==> images/sizes.png <==
Scale bar: 20 um.
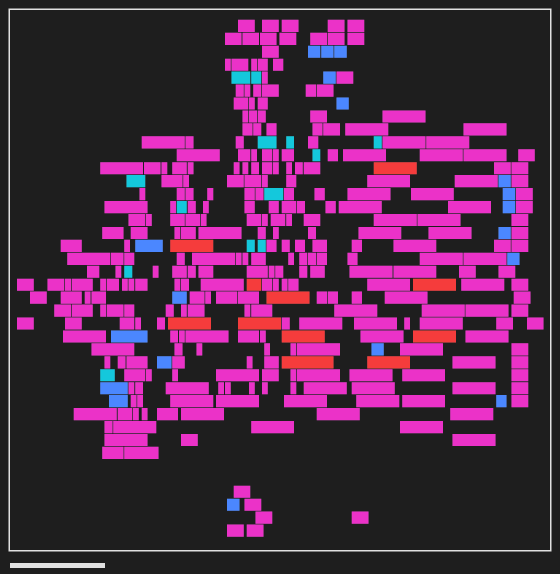
==> images/wires.png <==
Two of the layers only.
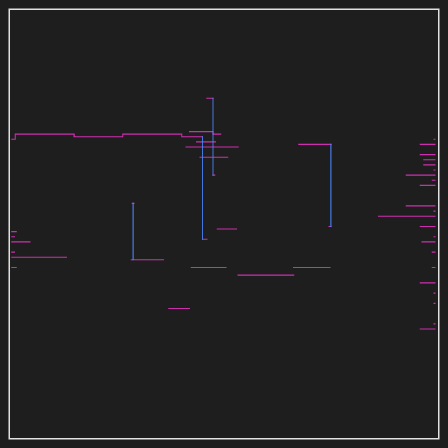
--- config.mk ---
export PLATFORM = sky130hd
export DESIGN_NAME = ntt_radix8_sched
export DESIGN_NICKNAME = d
export VERILOG_FILES = /design/src/rtl/ntt_pkg.sv /design/src/rtl/ntt_sched_delay.sv /design/src/rtl/ntt_radix8_sched.sv
export SDC_FILE = /design/constraint.sdc
export NUM_CORES = 1
export LEC_CHECK = 0
export CORE_UTILIZATION = 25
export CTS_BUF_LIST = sky130_fd_sc_hd__clkbuf_16
export DETAILED_ROUTE_END_ITERATION = 10
export GPL_TIMING_DRIVEN = 0
export SYNTH_ARGS = -nofsm -noshare
export SYNTH_HDL_FRONTEND = slang
export SYNTH_SLANG_ARGS = --single-unit
--- constraint.sdc ---
create_clock -name clk -period 6.65 [get_ports clk]
set_input_delay 1.33 -clock clk [delete_from_list [all_inputs] [get_ports clk]]
set_output_delay 1.33 -clock clk [all_outputs]
set_load 0.05 [all_outputs]
--- src/rtl/ntt_pkg.sv ---
// ntt_pkg: shared constants, state encoding and index-width helper for the radix-8 NTT scheduler.
package ntt_pkg;
  localparam int RADIX_LOG = 3;
  typedef enum logic [1:0] {
    IDLE  = 2'd0,
    ISSUE = 2'd1,
    DRAIN = 2'd2,
    DONE  = 2'd3
  } state_e;
  function automatic int IDX_W(input int stages);
    return RADIX_LOG * stages;
  endfunction
endpackage

--- src/rtl/ntt_sched_delay.sv ---
// ntt_sched_delay: LAT-deep valid/payload shift register aligning side-band data with the datapath.
module ntt_sched_delay #(
  parameter int LAT = 4,
  parameter int W   = 1
) (
  input  logic         clk,
  input  logic         rst,
  input  logic         in_valid,
  input  logic [W-1:0] in_data,
  output logic         out_valid,
  output logic [W-1:0] out_data
);
  logic [LAT-1:0]        v_q, v_d;
  logic [LAT-1:0][W-1:0] d_q, d_d;
  always_comb begin
    v_d[0] = in_valid;
    d_d[0] = in_data;
    for (int i = 1; i < LAT; i++) begin
      v_d[i] = v_q[i-1];
      d_d[i] = d_q[i-1];
    end
  end
  always_ff @(posedge clk or posedge rst) begin
    if (rst) begin
      v_q <= '0;
      d_q <= '0;
    end else begin
      v_q <= v_d;
      d_q <= d_d;
    end
  end
  assign out_valid = v_q[LAT-1];
  assign out_data  = d_q[LAT-1];
endmodule

--- src/rtl/ntt_radix8_sched.sv ---
// ntt_radix8_sched: stage/group sequencer for the radix-8 NTT butterfly datapath.
module ntt_radix8_sched
  import ntt_pkg::*;
#(
  parameter int WIDTH  = 18,
  parameter int STAGES = 3,
  parameter int LAT    = 4,
  localparam int IW    = IDX_W(STAGES),
  localparam int SW    = $clog2(STAGES)
) (
  input  logic          clk,
  input  logic          rst,
  input  logic          start,
  input  logic          rd_ready,
  output logic          busy,
  output logic          done,
  output logic          rd_valid,
  output logic [IW-1:0] rd_base,
  output logic [IW-1:0] rd_shift,
  output logic [SW-1:0] rd_stage,
  output logic [IW-1:0] tw_idx,
  output logic          wr_valid,
  output logic [IW-1:0] wr_base,
  output logic [IW-1:0] wr_shift
);
  localparam int GW = IW - RADIX_LOG;
  localparam int CW = $clog2(LAT + 1) + 1;

  if (WIDTH < 1 || STAGES < 2 || STAGES > 5 || LAT < 1) begin : g_bad_param
    $error("ntt_radix8_sched: illegal WIDTH/STAGES/LAT");
  end

  state_e        state_q, state_d;
  logic [SW-1:0] s_q, s_d;
  logic [GW-1:0] g_q, g_d;
  logic [CW-1:0] inflight_q, inflight_d;
  logic [IW-1:0] rem, e, s3, off, blk, base, tw;
  logic          issue, acc, last_g, last_s;
  logic [2*IW-1:0] wr_data;

  // Stride exponent and twiddle shift are 3*x built as (x<<1)+x.
  always_comb begin
    rem  = IW'(STAGES - 1) - IW'(s_q);
    e    = (rem << 1) + rem;
    s3   = (IW'(s_q) << 1) + IW'(s_q);
    off  = IW'(g_q) & ~({IW{1'b1}} << e);
    blk  = IW'(g_q) >> e;
    base = (blk << (e + IW'(RADIX_LOG))) | off;
    tw   = off << s3;
  end

  assign issue      = state_q == ISSUE;
  assign acc        = issue & rd_ready;
  assign last_g     = &g_q;
  assign last_s     = s_q == SW'(STAGES - 1);
  assign inflight_d = inflight_q + CW'(acc) - CW'(wr_valid);

  // DRAIN looks at the post-update count so the next stage starts right after the last write-back.
  always_comb begin
    state_d = state_q;
    s_d     = s_q;
    g_d     = g_q;
    case (state_q)
      IDLE:  if (start) begin
        state_d = ISSUE;
        s_d     = '0;
        g_d     = '0;
      end
      ISSUE: if (acc) begin
        g_d = g_q + 1'b1;
        if (last_g) state_d = DRAIN;
      end
      DRAIN: if (inflight_d == '0) begin
        if (last_s) state_d = DONE;
        else begin
          state_d = ISSUE;
          s_d     = s_q + 1'b1;
          g_d     = '0;
        end
      end
      default: state_d = IDLE;
    endcase
  end

  always_ff @(posedge clk or posedge rst) begin
    if (rst) begin
      state_q    <= IDLE;
      s_q        <= '0;
      g_q        <= '0;
      inflight_q <= '0;
    end else begin
      state_q    <= state_d;
      s_q        <= s_d;
      g_q        <= g_d;
      inflight_q <= inflight_d;
    end
  end

  assign rd_valid = issue;
  assign rd_base  = issue ? base : '0;
  assign rd_shift = issue ? e : '0;
  assign rd_stage = issue ? s_q : '0;
  assign tw_idx   = issue ? tw : '0;
  assign busy     = issue | (state_q == DRAIN);
  assign done     = state_q == DONE;

  ntt_sched_delay #(.LAT(LAT), .W(2 * IW)) u_delay (
    .clk      (clk),
    .rst      (rst),
    .in_valid (acc),
    .in_data  (acc ? {base, e} : '0),
    .out_valid(wr_valid),
    .out_data (wr_data)
  );

  assign {wr_base, wr_shift} = wr_data;
endmodule
==> deck_impl_summary.md <==
Physical Implementation Snapshot

Cells and area
  – Non-filler instance count after layout: 515
  – Clock buffers and inverters, area share: 0.07160
  – Area growth, synth to finish: 33.82%
  – Layout inverter count without the clock tree: 21
  – Number of flip-flops under the largest register name: 39
  – Most common cell after layout, fill and taps aside: sky130_fd_sc_hd__dfrtp_1
  – MI comb cells: 162
  – Sequential cell area: 1752 um^2
  – Cell area after layout: 4159 um^2
  – Final-stage net count: 362
  – Final cell utilization of the core: 0.3448
  – Logic cell area: 1140 um^2
  – Clock tree buffer count of the final layout: 9
  – Flip-flop and latch share of the layout cell area: 0.4212
  – Filler instances: 1226
  – Seq cells: 70
  – Non-clock buffer share of cell area: 0.1631
  – Layout cell share with drive strength beyond 1: 0.1239
  – Most frequent logic cells in the routed design: sky130_fd_sc_hd__dfrtp_1, sky130_fd_sc_hd__clkdlybuf4s50_1, sky130_fd_sc_hd__nor2_1, sky130_fd_sc_hd__inv_1, sky130_fd_sc_hd__ha_1
  – Antenna Cells: 0
  – Non-Clock Buffer Count: 78
  – Proportion of cell area occupied by multi-input gates: 0.2741
  – Biggest area consumer among cell classes: registers

Synthesis
  – Top-area cell share: 0.5636
  – Synthesized netlist net count: 297
  – Adder Share, Synth: 0.06683
  – Synth Area in Compound Gates: 0.09823
  – Average size of a mapped cell: 11.22 um^2
  – Distinct cells, synth: 46
  – XOR Share, Synth: 0.01409
  – Simple-gate portion of the synthesized area: 0.1506
  – Multiplexer share: 0.03704
  – Number of enable-type register cells in the synthesized netlist: 0
  – Most area-hungry cell type in the Yosys netlist: sky130_fd_sc_hd__dfrtp_1
  – Top flip-flop cell by instance count after synthesis: sky130_fd_sc_hd__dfrtp_1
  – Main area contributors after synthesis: sky130_fd_sc_hd__dfrtp_1, sky130_fd_sc_hd__ha_1, sky130_fd_sc_hd__nor2_1
  – Post-Syn Instances: 277
  – Number of warnings issued by yosys: 0
  – Commonest cells in the netlist: sky130_fd_sc_hd__dfrtp_1, sky130_fd_sc_hd__nor2_1, sky130_fd_sc_hd__inv_1
  – Yosys cell count: 277
  – Library cell with the highest instance count after synthesis: sky130_fd_sc_hd__dfrtp_1
  – Comb area leader: simple AND/OR/NAND/NOR gates
  – Number of synthesized register bits: 70
  – Synth Cell Area: 3108 um^2
  – Async SR Flop Fraction: 1.000
  – Chip area estimate from yosys synthesis: 3108 um^2
  – Register area share after synthesis: 0.5636

Detailed routing
  – Detailed route wirelength on metal2: 3349 um
  – Vias after detailed routing: 2190
  – DR WL met3: 243 um
  – Detailed-route DRC error count: 0
  – Uppermost routed layer: met4
  – Sum of routed wire segments on met1: 2839 um
  – Routed WL: 6516 um
  – Remaining antenna violation count: 0
  – Router iterations before antenna repair: 4
  – Detail-routed via count per cell: 4.252
  – Average wire length per cell after detail routing: 12.65 um
  – First DRT Iteration DRCs: 111

Worst hold path
  – Tightest Hold Check Type: reg2reg

Floorplanning
  – Tapcells inserted: 168
  – Core Area: 12060 um^2
  – FP Core Util: 0.2577
  – Num ports: 55
  – Die Wd: 113.5 um
  – Die height: 113.5 um
  – Row count: 40
  – Die Area: 12880 um^2

Pwr
  – Clock share of power: 0.281
  – Total net switching power: 654.0 uW
  – Fraction of power spent switching nets: 0.3946
  – Max IR drop VDD: 207.8 uV
  – Combinational fraction of design power: 0.404
  – Leakage power: 1.878 nW
  – Sum of internal, switching and leakage power: 1.657 mW
  – Clock group power: 466 uW
  – Internal cell power: 1.003 mW
  – Power per cell area: 398.5 nW/um^2
  – Sequential share of power: 0.315
  – Highest-power group: combinational logic
  – Total combinational power: 670 uW
  – Seq. pwr: 522 uW

Placement
  – Worst setup slack after placement: 1.821 ns
  – Placed Instance Area: 3861 um^2
  – Number of placed cells counting well taps: 499
  – Number of buffers inserted by port buffering: 54
  – Estimated wirelength of the detail-placed design: 4718 um
  – Placer Congestion: 0.8474

Worst setup path
  – Max Fanout on Critical Path: 10
  – Crit path largest cell delay: 0.80 ns
  – Required time worst endpoint: 5.32 ns
  – Critical path class: reg2out
  – Worst path arrival time: 3.79 ns
  – Top cell family by delay on the critical path: buffers and inverters
  – Highest-delay cell along the critical path: sky130_fd_sc_hd__clkdlybuf4s50_1
  – Crit path capture type: output pin
  – Buffers and inverters on the worst path: 5
  – Startpoint kind of the worst setup timing path: flip-flop
  – Critical Path Most Common Cell: sky130_fd_sc_hd__buf_2
  – Cell Chain, Critical Path: buf_2 -> buf_2 -> inv_1 -> ha_1 -> clkbuf_1 -> nand2b_1 -> or3_1 -> mux2_2 -> nor2_1 -> clkdlybuf4s50_1

Global route
  – Combined global-route utilization of all metal layers: 0.1086
  – Met2 routing resource usage after global routing: 0.1878
  – Number of antenna violations at the first check in global routing: 0
  – Maximum number of pins on one net before global-route repair: 71
  – Met1 Usage GRT: 0.1279
  – Vias in the first global route: 2235
  – Wire length of the first global-routing pass: 10810 um
  – Global Route met3 Usage: 0.02710
  – Global route hottest layer: met2
  – Overflow left after global routing: 0

Status
  – Status: finished clean

Clock network
  – Hold buffer count at cts: 0
  – Setup Buffers After CTS: 0
  – TritonCTS sink count: 70
  – Number of levels in the clock H-tree: 3
  – Clock-pin slew of the registers on the worst-case setup and hold paths: 0.05 ns
  – Master cell of the clock root buffer: sky130_fd_sc_hd__clkbuf_16
  – Clk ins delay skew pair: 0.32 ns
  – Count of cells resized by post-cts repair: 0
  – Clk buf depth: 2
  – Clock tree from TritonCTS: built
  – CTS buffer count: 9

STA
  – Maximum clock frequency: 0.1954 GHz
  – Worst clock skew: 0.004252 ns
  – Final count of negative-setup-slack endpoints: 0
  – Share of the clock period used by the worst path after layout: 0.7697
  – Final worst path period need: 5.119 ns
  – Worst slew margin: 0.4507
  – Final max-slew violation count: 0
  – Worst slew pin tran: 0.8240 ns
  – Final hold vios: 0
  – Worst slack on hold paths: 0.3445 ns
  – Worst setup margin: 1.531 ns
  – RSZ-0062 raised after global routing: false
  – Accumulated negative setup slack: 0 ns

Job
  – Number of max-capacitance violations reported: 0
  – Number of warning messages in the logs: 34
Back to the opening pictures, sizes.png:
| size | colour | cells | most used |
|---|---|---|---|
| _0 and _1 cells | magenta | 304 | dfrtp_1 |
| _6 and larger | red | 11 | clkbuf_16 |
| _3 and _4 cells | blue | 19 | buf_4 |
| _2 cells | cyan | 13 | buf_2 |

Back to the opening pictures, wires.png:
| layer | colour | wire length |
|---|---|---|
| metal 3 | magenta | 243 um |
| metal 4 | blue | 84.3 um |

==> worst paths after layout <==
check / end / startpoint / slack, ns / cells past startpoint
min in group asynchronous: u_delay.out_data[10] / rst / 1.53 / 2
setup / recovery: tw_idx[4] / s_q[0] / 1.53 / 10
max in group asynchronous: s_q[0] / rst / 4.57 / 2
hold reg to reg: u_delay.d_d[52] / u_delay.d_d[34] / 0.34 / 0
hold / removal: u_delay.d_d[52] / u_delay.d_d[34] / 0.34 / 0
setup reg to reg: g_q[0] / state_q[1] / 2.86 / 14
Power and IR drop assume default switching activity.
